===== config.mk =====
export PLATFORM = sky130hd
export DESIGN_NAME = cp0_exc
export DESIGN_NICKNAME = d
export VERILOG_FILES = /design/src/rtl/cp0_exc.sv
export SDC_FILE = /design/constraint.sdc
export NUM_CORES = 1
export LEC_CHECK = 0
export ABC_CLOCK_PERIOD_IN_PS = 5000
export CELL_PAD_IN_SITES_DETAIL_PLACEMENT = 1
export CELL_PAD_IN_SITES_GLOBAL_PLACEMENT = 1
export CORE_MARGIN = 4
export CORE_UTILIZATION = 37
export CTS_BUF_LIST = sky130_fd_sc_hd__clkbuf_8 sky130_fd_sc_hd__clkbuf_16
export DETAILED_ROUTE_END_ITERATION = 12
export PLACE_DENSITY_LB_ADDON = 0.1
export SYNTH_ARGS = -nofsm -noshare
export SYNTH_HDL_FRONTEND = slang
export SYNTH_SLANG_ARGS = --single-unit

===== constraint.sdc =====
create_clock -name CLK -period 5 [get_ports CLK]
set_input_delay 0.75 -clock CLK [delete_from_list [all_inputs] [get_ports CLK]]
set_output_delay 0.75 -clock CLK [all_outputs]
set_load 0.01 [all_outputs]

===== src/rtl/cp0_exc.sv =====
// MIPS CP0 exception/interrupt block: BadVAddr, Status, Cause, EPC and an optional timer.
// Define CP0_TIMER_EN to include Count/Compare and the Cause.TI timer interrupt.
module cp0_exc (
  input  logic        CLK,
  input  logic        reset,
  input  logic [31:0] pc,
  input  logic        in_delay_slot,
  input  logic        pc_write,
  input  logic        exc_adel_if,
  input  logic        exc_ri,
  input  logic        exc_sys,
  input  logic        exc_bp,
  input  logic        exc_ov,
  input  logic        exc_adel,
  input  logic        exc_ades,
  input  logic [31:0] bad_vaddr,
  input  logic [5:0]  hw_int,
  input  logic        eret,
  input  logic        mtc0,
  input  logic [4:0]  cp0_addr,
  input  logic [31:0] wdata,
  output logic [31:0] rdata,
  output logic        except,
  output logic [31:0] Epc,
  output logic        exl
);

  localparam logic [4:0] AddrBadVAddr = 5'd8;
  localparam logic [4:0] AddrCount    = 5'd9;
  localparam logic [4:0] AddrCompare  = 5'd11;
  localparam logic [4:0] AddrStatus   = 5'd12;
  localparam logic [4:0] AddrCause    = 5'd13;
  localparam logic [4:0] AddrEpc      = 5'd14;

  localparam logic [4:0] ExcInt  = 5'd0;
  localparam logic [4:0] ExcAdEL = 5'd4;
  localparam logic [4:0] ExcAdES = 5'd5;
  localparam logic [4:0] ExcSys  = 5'd8;
  localparam logic [4:0] ExcBp   = 5'd9;
  localparam logic [4:0] ExcRi   = 5'd10;
  localparam logic [4:0] ExcOv   = 5'd12;

  typedef enum logic {StRun, StHold} state_e;

  typedef enum logic [1:0] {BadNone, BadPc, BadData} bad_sel_e;

  state_e      state_q, state_d;
  logic [7:0]  status_im_q, status_im_d;
  logic        status_exl_q, status_exl_d;
  logic        status_ie_q, status_ie_d;
  logic        cause_bd_q, cause_bd_d;
  logic [5:0]  cause_ip_hw_q;
  logic [1:0]  cause_ip_sw_q, cause_ip_sw_d;
  logic [4:0]  cause_exc_q, cause_exc_d;
  logic [31:0] epc_q, epc_d;
  logic [31:0] badvaddr_q, badvaddr_d;

  logic        ti;
  logic [7:0]  ip;
  logic        int_pend;
  logic        any_exc;
  logic        take;
  logic        wr;
  logic [4:0]  exc_code;
  bad_sel_e    bad_sel;

`ifdef CP0_TIMER_EN
  logic [31:0] count_q, count_d;
  logic [31:0] compare_q, compare_d;
  logic        tick_q;
  logic        ti_q, ti_d;

  assign ti = ti_q;
`else
  assign ti = 1'b0;
`endif

  assign ip       = {cause_ip_hw_q[5] | ti, cause_ip_hw_q[4:0], cause_ip_sw_q};
  assign int_pend = status_ie_q & ~status_exl_q & (|(ip & status_im_q));
  assign any_exc  = int_pend | exc_adel_if | exc_ri | exc_sys | exc_bp | exc_ov |
                    exc_adel | exc_ades;
  assign take     = (state_q == StRun) & any_exc;
  // A committing exception squashes its own mtc0.
  assign wr       = mtc0 & ~take;

  always_comb begin
    exc_code = ExcInt;
    bad_sel  = BadNone;
    if (int_pend) begin
      exc_code = ExcInt;
    end else if (exc_adel_if) begin
      exc_code = ExcAdEL;
      bad_sel  = BadPc;
    end else if (exc_ri) begin
      exc_code = ExcRi;
    end else if (exc_sys) begin
      exc_code = ExcSys;
    end else if (exc_bp) begin
      exc_code = ExcBp;
    end else if (exc_ov) begin
      exc_code = ExcOv;
    end else if (exc_adel) begin
      exc_code = ExcAdEL;
      bad_sel  = BadData;
    end else if (exc_ades) begin
      exc_code = ExcAdES;
      bad_sel  = BadData;
    end
  end

  always_comb begin
    state_d       = state_q;
    status_im_d   = status_im_q;
    status_exl_d  = status_exl_q;
    status_ie_d   = status_ie_q;
    cause_bd_d    = cause_bd_q;
    cause_ip_sw_d = cause_ip_sw_q;
    cause_exc_d   = cause_exc_q;
    epc_d         = epc_q;
    badvaddr_d    = badvaddr_q;

    unique case (state_q)
      StRun:  if (take) state_d = StHold;
      StHold: if (pc_write) state_d = StRun;
      default: state_d = StRun;
    endcase

    if (wr) begin
      unique case (cp0_addr)
        AddrStatus: begin
          status_im_d  = wdata[15:8];
          status_exl_d = wdata[1];
          status_ie_d  = wdata[0];
        end
        AddrCause: cause_ip_sw_d = wdata[9:8];
        AddrEpc:   epc_d         = wdata;
        default: ;
      endcase
    end

    if (take) begin
      cause_exc_d  = exc_code;
      status_exl_d = 1'b1;
      // Nested exceptions keep the original return point.
      if (!status_exl_q) begin
        cause_bd_d = in_delay_slot;
        epc_d      = in_delay_slot ? pc - 32'd4 : pc;
      end
      if (bad_sel == BadPc) begin
        badvaddr_d = pc;
      end else if (bad_sel == BadData) begin
        badvaddr_d = bad_vaddr;
      end
    end else if ((state_q == StRun) && eret && pc_write) begin
      status_exl_d = 1'b0;
    end
  end

`ifdef CP0_TIMER_EN
  always_comb begin
    count_d   = tick_q ? count_q + 32'd1 : count_q;
    compare_d = compare_q;
    ti_d      = ti_q | (count_q == compare_q);
    if (wr && (cp0_addr == AddrCount)) begin
      count_d = wdata;
    end
    if (wr && (cp0_addr == AddrCompare)) begin
      compare_d = wdata;
      ti_d      = 1'b0;
    end
  end

  always_ff @(posedge CLK or negedge reset) begin
    if (!reset) begin
      count_q   <= '0;
      compare_q <= '0;
      tick_q    <= 1'b0;
      ti_q      <= 1'b0;
    end else begin
      count_q   <= count_d;
      compare_q <= compare_d;
      tick_q    <= ~tick_q;
      ti_q      <= ti_d;
    end
  end
`endif

  always_ff @(posedge CLK or negedge reset) begin
    if (!reset) begin
      state_q       <= StRun;
      status_im_q   <= '0;
      status_exl_q  <= 1'b0;
      status_ie_q   <= 1'b0;
      cause_bd_q    <= 1'b0;
      cause_ip_hw_q <= '0;
      cause_ip_sw_q <= '0;
      cause_exc_q   <= '0;
      epc_q         <= '0;
      badvaddr_q    <= '0;
    end else begin
      state_q       <= state_d;
      status_im_q   <= status_im_d;
      status_exl_q  <= status_exl_d;
      status_ie_q   <= status_ie_d;
      cause_bd_q    <= cause_bd_d;
      cause_ip_hw_q <= hw_int;
      cause_ip_sw_q <= cause_ip_sw_d;
      cause_exc_q   <= cause_exc_d;
      epc_q         <= epc_d;
      badvaddr_q    <= badvaddr_d;
    end
  end

  always_comb begin
    rdata = '0;
    unique case (cp0_addr)
      AddrBadVAddr: rdata = badvaddr_q;
      AddrStatus:   rdata = {9'b0, 1'b1, 6'b0, status_im_q, 6'b0, status_exl_q, status_ie_q};
      AddrCause:    rdata = {cause_bd_q, ti, 14'b0, ip, 1'b0, cause_exc_q, 2'b0};
      AddrEpc:      rdata = epc_q;
`ifdef CP0_TIMER_EN
      AddrCount:    rdata = count_q;
      AddrCompare:  rdata = compare_q;
`endif
      default:      rdata = '0;
    endcase
  end

  assign except = (state_q == StHold);
  assign Epc    = epc_q;
  assign exl    = status_exl_q;

endmodule


Run 1, placed cells, one colour a class:
Bar = 50 um.
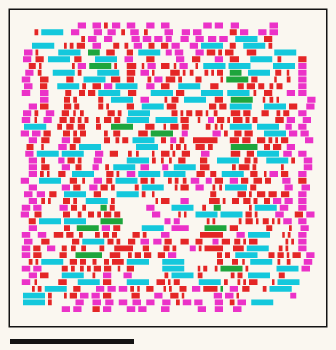
Red is all other logic, cells 409, share of their area 39%. Cyan is flip-flops, cells 88, share of their area 30%. Green is clock drivers and dummy loads, cells 16, share of their area 4.5%. Magenta is other buffers and delay cells, cells 200, share of their area 27%.
Seq/total area: 0.288
num rows: 43
Finished Core Util: 0.548

Run 1, routing congestion map:
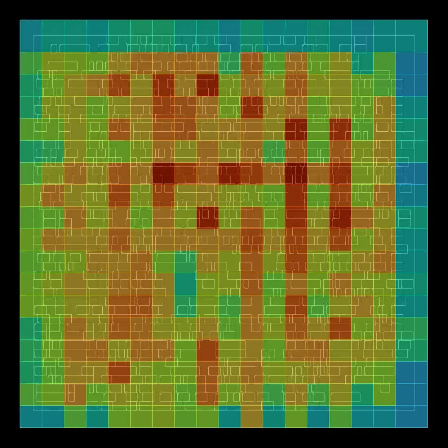
grt met3 use: 0.0569
most used routing layer: met2

==> reports/qor.yml, run 1 <==
clock_tree:
  clk_latency_ns: 0.35
  cts_max_path_buffers: 2
  clock-sinks: 88
  htreeDepth: 3
sta:
  finClkSkew_ns: 0.00478
die:
  fp_util: 0.378
  chipArea_mm2: 0.0162
  die_y_um: 127
run_status:
  status: "complete, no violations"
grt:
  grt_pass1_vias: 5703
power:
  total_power_w: 0.00328
  p_sw_frac: 0.355
worst_setup_path:
  cpLargestDelayFamily: "buffers and inverters"
placed_design:
  place_inst: 877
  place.gp.congestion: 0.807
logic_synthesis:
  syn_nets: 662
  netlist-cell-type-count: 56
cells_and_area:
  drive_gt1_frac: 0.0884
drt:
  met1_length_um: 8220
  vias: 5227
Run 1, routed metal per tile:
Bar = 50 um. The die is cut into 25 by 25 equal tiles; dark purple is low, yellow is high, scaled to the fullest tile. Values are wire area over tile area, all layers added.
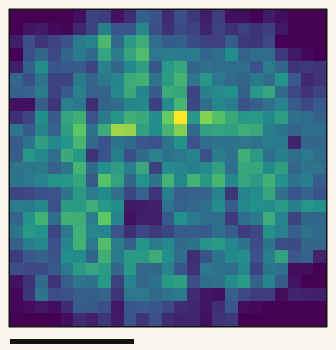
The fullest tile reaches 0.60. 18% of the tiles are over half the peak. The mean over all tiles is 0.20. 6.4% of the tiles are nearly empty.
final wirelength: 20,100 um
drt wl/cell: 22.6 um
Total GRT Usage: 0.249

[run 1: kinds of logic after synthesis]
family                   Yosys count  synth area share
XOR/XNOR                          28            0.0466
AND-OR/OR-AND                    165             0.225
AND/OR/NAND/NOR                  157             0.161
adder cells (fa/ha/maj)            1           0.00238
flip-flops                        88             0.418
buffers and inverters             48            0.0409
multiplexers                      54             0.105
[run 1: power groups by stage]
stage / Clock, W / Combinational (W) / Sequential, W
final: 0.000753 / 0.00127 / 0.00126
after CTS: 0.000767 / 0.00128 / 0.00126
after detailed placement: 0 / 0.00127 / 0.00127
after global routing: 0.000793 / 0.00138 / 0.00131
after global placement: 0 / 0.00122 / 0.00126
after floorplan: 0 / 0.000599 / 0.00125
[run 1: synth_stat cells, drive strengths merged (4+ instances only)]
master | instances | area, um^2
nor3b | 13 | 97.6
xnor2 | 23 | 201
nand2 | 21 | 81.3
inv | 4 | 15.0
o21ai | 31 | 159
mux2i | 43 | 430
xor2 | 5 | 43.8
or3 | 4 | 25.0
mux2 | 11 | 124
or4 | 4 | 33.8
buf | 18 | 103
a311o | 13 | 130
a41oi | 20 | 175
nor2 | 68 | 263
clkbuf | 26 | 97.6
dfrtp | 88 | 2200
nand3 | 5 | 35.0
a21oi | 37 | 185
nor3 | 14 | 81.3
a22oi | 31 | 233
nor4 | 13 | 115
a22o | 21 | 184
[run 1: per-layer routing]
layer / global-route usage / vias up
met5: 0 / -
met4: 0.0871 / 0
met3: 0.0569 / 33
met2: 0.430 / 173
met1: 0.306 / 2643
li1: - / 2378
[run 1: per-stage QoR]
step	hold slack (ns)	worst slack [ns]	util
4_1_cts	0.371	0.879	0.548
3_3_place_gp	0.480	0.993	0.524
3_5_place_dp	0.500	0.880	0.524
6_report	0.353	0.888	0.548
2_1_floorplan	0.447	2.00	-
5_1_grt	0.385	0.783	0.548
[run 1: worst register-to-register path, delay by kind of cell, from the launching register on]
family	cells	cell delay (ns)
compound gates	3	1.08
simple gates	1	0.82
mux	1	0.49
flops	1	0.40
[run 1: flip-flops by register name (all words and copies together) (netlist names)]
register,count
Epc,32
badvaddr_q,32
status_im_q,8
cause_ip_hw_q,6
cause_exc_q,4
cause_ip_sw_q,2
cause_bd_q,1
except,1
exl,1
status_ie_q,1
[run 1: final timing paths]
| kind | start | endpoint | slack (ns) | cells after the start |
|---|---|---|---|---|
| max in group asynchronous | reset | cause_ip_hw_q[0] | 3.50 | 2 |
| max reg2reg | status_im_q[2] | badvaddr_q[2] | 2.05 | 5 |
| max | cp0_addr[3] | rdata[13] | 0.89 | 7 |
| min in group CLK | cause_exc_q[3] | cause_exc_q[3] | 0.52 | 2 |
| min | reset | badvaddr_q[2] | 0.35 | 1 |
| min reg2reg | cause_exc_q[3] | cause_exc_q[3] | 0.52 | 2 |
[run 1: final cells by class]
| cell class | count | share of cell area |
|---|---|---|
| clock buffer | 11 | 0.0331 |
| clock inverter | 5 | 0.0105 |
| inverter | 4 | 0.00197 |
| multi-input combinational | 405 | 0.378 |
| sequential | 88 | 0.288 |
| tap | 180 | 0.0295 |
| timing repair buffer | 200 | 0.258 |
Run 1, cells by drive strength:
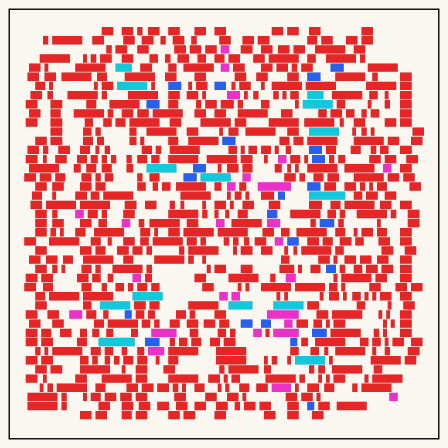

==> run 1 -> run 2 <==
Settings changed: ABC_CLOCK_PERIOD_IN_PS 5000 to 3400, CORE_UTILIZATION 37 to 31.
Clock period 5 ns to 3.4 ns, I/O delays scaled along.
Run 2, cells by drive strength:
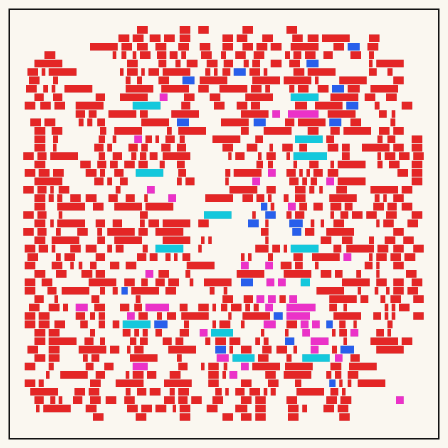
Magenta is drive 3 to 4, cells 39, share 5.4%. Cyan is drive 6 and up, cells 13, share 1.8%. Red is drive 1 or less, cells 650, share 90%. Blue is drive 2, cells 23, share 3.2%.
area grow syn2layout: 47.3%
setup ws final: 0.150 ns
Signal buffers: 212
design area: 0.00776 mm^2

==> reports/qor.yml, run 2 <==
drt:
  wl_per_cell_um: 21.7  # -3.6%
  routed_wl_um: 20600  # +2.0%
  final_antenna_net_count: 0
  vias: 5200  # -0.52%
grt:
  grt_pass1_vias: 5788  # +1.5%
  grt_usage: 0.214  # -0.0356
clock_tree:
  clockRootBuffer: "clkbuf_16"
  clock-sinks: 88  # unchanged
  clk_latency_ns: 0.35  # about the same
  htreeDepth: 3  # unchanged
worst_setup_path:
  worst-path-stages: 6  # -1
  required_ns: 2.89
  rr_worst_depth: 7  # +2
  cpLargestDelayFamily: "buffers and inverters"
logic_synthesis:
  syn_nets: 662  # unchanged
  synth-seq-cells: 88
  common_cells: "dfrtp_1, nor2_1, mux2i_1"
  ys_seq_frac: 0.418
  yosysTopAreaCell: "dfrtp_1"
  synth_top_cell_by_count: "dfrtp_1"
  netlist-cell-type-count: 56  # unchanged
  synthDominantCellAreaShare: 0.418  # unchanged
sta:
  finClkSkew_ns: 0.00795  # +0.00317 ns
  hold_viol_final: 0
  holdWs_ns: 0.208  # -0.145 ns
min_path:
  hold_class: "primary input to async pin"
die:
  die_y_um: 138  # +8.7%
  chipArea_mm2: 0.0191  # +18%
  fp_util: 0.316  # -0.0615
power:
  p_leak_nw: 2.95
  total_power_w: 0.00474  # +45%
cells_and_area:
  drive_gt1_frac: 0.103  # +0.0151
  final_util: 0.466  # -0.0821
flow_run:
  warnings: 26
placed_design:
  place.gp.congestion: 0.822  # +1.8%
run_status:
  status: "complete, no violations"
==> run 2: kinds of logic (layout without fill, tap and decap cells) <==
family | count (synthesis) | after routing | synth area share
DFF | 88 | 88 | 0.418
adders and majority gates | 1 | 1 | 0.00238
xor gates and xnor gates | 28 | 28 | 0.0466
buffers and inverters | 48 | 232 | 0.0409
and+or+nand+nor | 157 | 157 | 0.161
muxes | 54 | 54 | 0.105
AOI/OAI and AO/OA | 165 | 165 | 0.225
==> run 2: final cells by class <==
type | instances | area, um^2
Clock buffer | 9 | 225
Clock inverter | 7 | 72.6
Fill cell | 1840 | 8880
Inverter | 4 | 15.0
Multi-Input combinational cell | 405 | 2890
Sequential cell | 88 | 2200
Tap cell | 220 | 275
Timing Repair Buffer | 212 | 2080
==> run 2: worst reg2reg max path, stage by stage, from the launching register on <==
cell	delay (ns)
dfrtp_1	0.48
nor2b_1	0.37
o41ai_4	0.18
buf_4	0.20
nand2_2	0.44
buf_4	0.45
mux2i_1	0.28
a21oi_1	0.09
==> run 2: final timing paths <==
kind	startpoint	endpoint	slack, ns
min reg2reg	cause_exc_q[3]	cause_exc_q[3]	0.49
max in group asynchronous	reset	badvaddr_q[12]	2.43
max reg2reg	exl	badvaddr_q[0]	0.78
max	cp0_addr[3]	rdata[19]	0.15
min in group CLK	cause_exc_q[3]	cause_exc_q[3]	0.49
min	reset	Epc[1]	0.21
==> run 2: stage by stage <==
| step | setup slack [ns] | instances |
|---|---|---|
| 3_3_place_gp | 0.203 | 929 |
| 4_1_cts | 0.141 | 945 |
| 5_1_grt | 0.0453 | 945 |
| 3_5_place_dp | 0.165 | 929 |
| 2_1_floorplan | 0.881 | 541 |
| 6_report | 0.150 | 945 |
==> run 2: per-layer routing <==
metal | vias up | track usage | wire (um)
met4 | 2 | 0.0697 | 380
met1 | 2630 | 0.271 | 9100
met3 | 27 | 0.0518 | 1100
li1 | 2396 | - | -
met5 | - | 0 | 15
met2 | 145 | 0.359 | 9960
==> run 2: power breakdown <==
part           switching [W]  total (W)  internal (W)  leakage, nW
logic               0.000907    0.00186      0.000949         1.80
registers           0.000378    0.00187       0.00149         1.02
clock network       0.000450    0.00102      0.000570        0.135
==> run 2 -> run 3 <==
Settings changed: CTS_CLUSTER_SIZE from default to 12.
Run 3, routed metal per tile:
Bar = 50 um. The die is cut into 28 by 28 equal tiles; dark purple is low, yellow is high, scaled to the fullest tile. Values are wire area over tile area, all layers added.
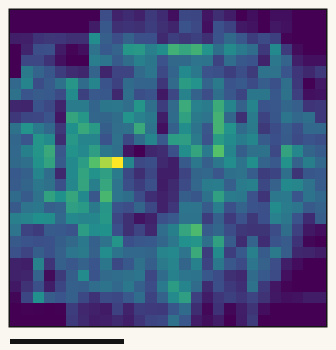
The mean over all tiles is 0.17. The emptiest ninth of the die: south-east. 8.4% of the tiles are over half the peak.
drt wl/cell: 21.7 um
via count: 5,200

==> reports/qor.yml, run 3 <==
run_status:
  status: "complete, no violations"
min_path:
  hold_class: "primary input to async pin"
sta:
  finClkSkew_ns: 0.00795  # unchanged
  holdWs_ns: 0.208  # unchanged
  hold_viol_final: 0  # unchanged
  worst_slack_ns: 0.150  # unchanged
logic_synthesis:
  synthDominantCellAreaShare: 0.418  # unchanged
  netlist-cell-type-count: 56  # unchanged
  synth_top_cell_by_count: "dfrtp_1"
  synth-seq-cells: 88  # unchanged
  yosysTopAreaCell: "dfrtp_1"
  ys_seq_frac: 0.418  # unchanged
worst_setup_path:
  rr_worst_depth: 7  # unchanged
  r2r_end: "badvaddr_q[0]"
  crit_buf_inv: 3
  worst-path-stages: 6  # unchanged
  cpLargestDelayFamily: "buffers and inverters"
  r2r_setup_slack_ns: 0.78  # about the same
  required_ns: 2.89  # about the same
  rr_startpoint: "exl"
  crit_path_end: "rdata[19]"
drt:
  final_antenna_net_count: 0  # unchanged
  routed_wl_um: 20600  # unchanged
cells_and_area:
  fillCellCount: 1840  # unchanged
  area_growth_pct: 47.3  # unchanged
  final_util: 0.466  # unchanged
  drive_gt1_frac: 0.103  # unchanged
clock_tree:
  clock-sinks: 88  # unchanged
  htreeDepth: 3  # unchanged
  clk_latency_ns: 0.35  # about the same
  clockRootBuffer: "clkbuf_16"
die:
  die_y_um: 138  # unchanged
power:
  p_switching_w: 0.00173  # unchanged
  internal_power_w: 0.00301  # unchanged
  power.share.clock: 0.215  # about the same
  seqPwrFrac: 0.394  # about the same
  p_leak_nw: 2.95  # unchanged
  total_power_w: 0.00474  # unchanged
  p_sw_frac: 0.366  # unchanged
  pwr-share-comb: 0.391  # about the same
grt:
  grt_usage: 0.214  # unchanged
[run 3: cell counts in the layout (fill, tap and decap cells not counted)]
No cell type changed its count.
[run 3: layout make-up]
type                            instances  area, um^2  area share
Multi-Input combinational cell        405        2890       0.373
Sequential cell                        88        2200       0.284
Timing Repair Buffer                  212        2080       0.268
Tap cell                              220         275      0.0355
Clock buffer                            9         225      0.0290
Clock inverter                          7        72.6     0.00935
Inverter                                4        15.0     0.00194
[run 3: logic make-up (layout without fill, tap and decap cells)]
| family | Yosys count | count (layout) | synth area share |
|---|---|---|---|
| simple gates | 157 | 157 | 0.161 |
| compound gates | 165 | 165 | 0.225 |
| mux | 54 | 54 | 0.105 |
| buf+inv | 48 | 232 | 0.0409 |
| fa+ha+maj | 1 | 1 | 0.00238 |
| xor+xnor | 28 | 28 | 0.0466 |
| flops | 88 | 88 | 0.418 |
[run 3: per-stage QoR]
stage / instances / instance area (um^2)
after floorplan: 541 / 5270
after global placement: 929 / 7460
after detailed placement: 929 / 7460
after CTS: 945 / 7760
after global routing: 945 / 7760
final: 945 / 7760
[run 3: worst min path at each step]
stage               cells after the start              to
floorplan                               0          Epc[0]
global placement                        2  cause_exc_q[3]
detailed placement                      2  cause_exc_q[3]
CTS                                     1  cause_exc_q[1]
global route                            1  cause_exc_q[1]
finish                                  1          Epc[1]
[run 3: layer usage]
| metal | up-vias | GRT usage | share of wire |
|---|---|---|---|
| met5 | - | 0 | 0.00073 |
| met2 | 145 | 0.359 | 0.48 |
| met1 | 2630 | 0.271 | 0.44 |
| li1 | 2396 | - | - |
| met3 | 27 | 0.0518 | 0.053 |
| met4 | 2 | 0.0697 | 0.018 |
[run 3: power groups by stage]
stage          sequential (W)  clock (W)  combinational, W
4_1_cts               0.00187    0.00104           0.00188
2_1_floorplan         0.00184          0          0.000881
3_3_place_gp          0.00187          0           0.00181
3_5_place_dp          0.00188          0           0.00188
5_1_grt               0.00192    0.00109           0.00204
6_report              0.00187    0.00102           0.00186
[run 3: worst register-to-register path, cell delays in order, from the launching register on]
cell and delay (ns):
dfrtp_1 0.48, nor2b_1 0.37, o41ai_4 0.18, buf_4 0.20
nand2_2 0.44, buf_4 0.45, mux2i_1 0.28, a21oi_1 0.09
Power is estimated from default activity; no workload was simulated.
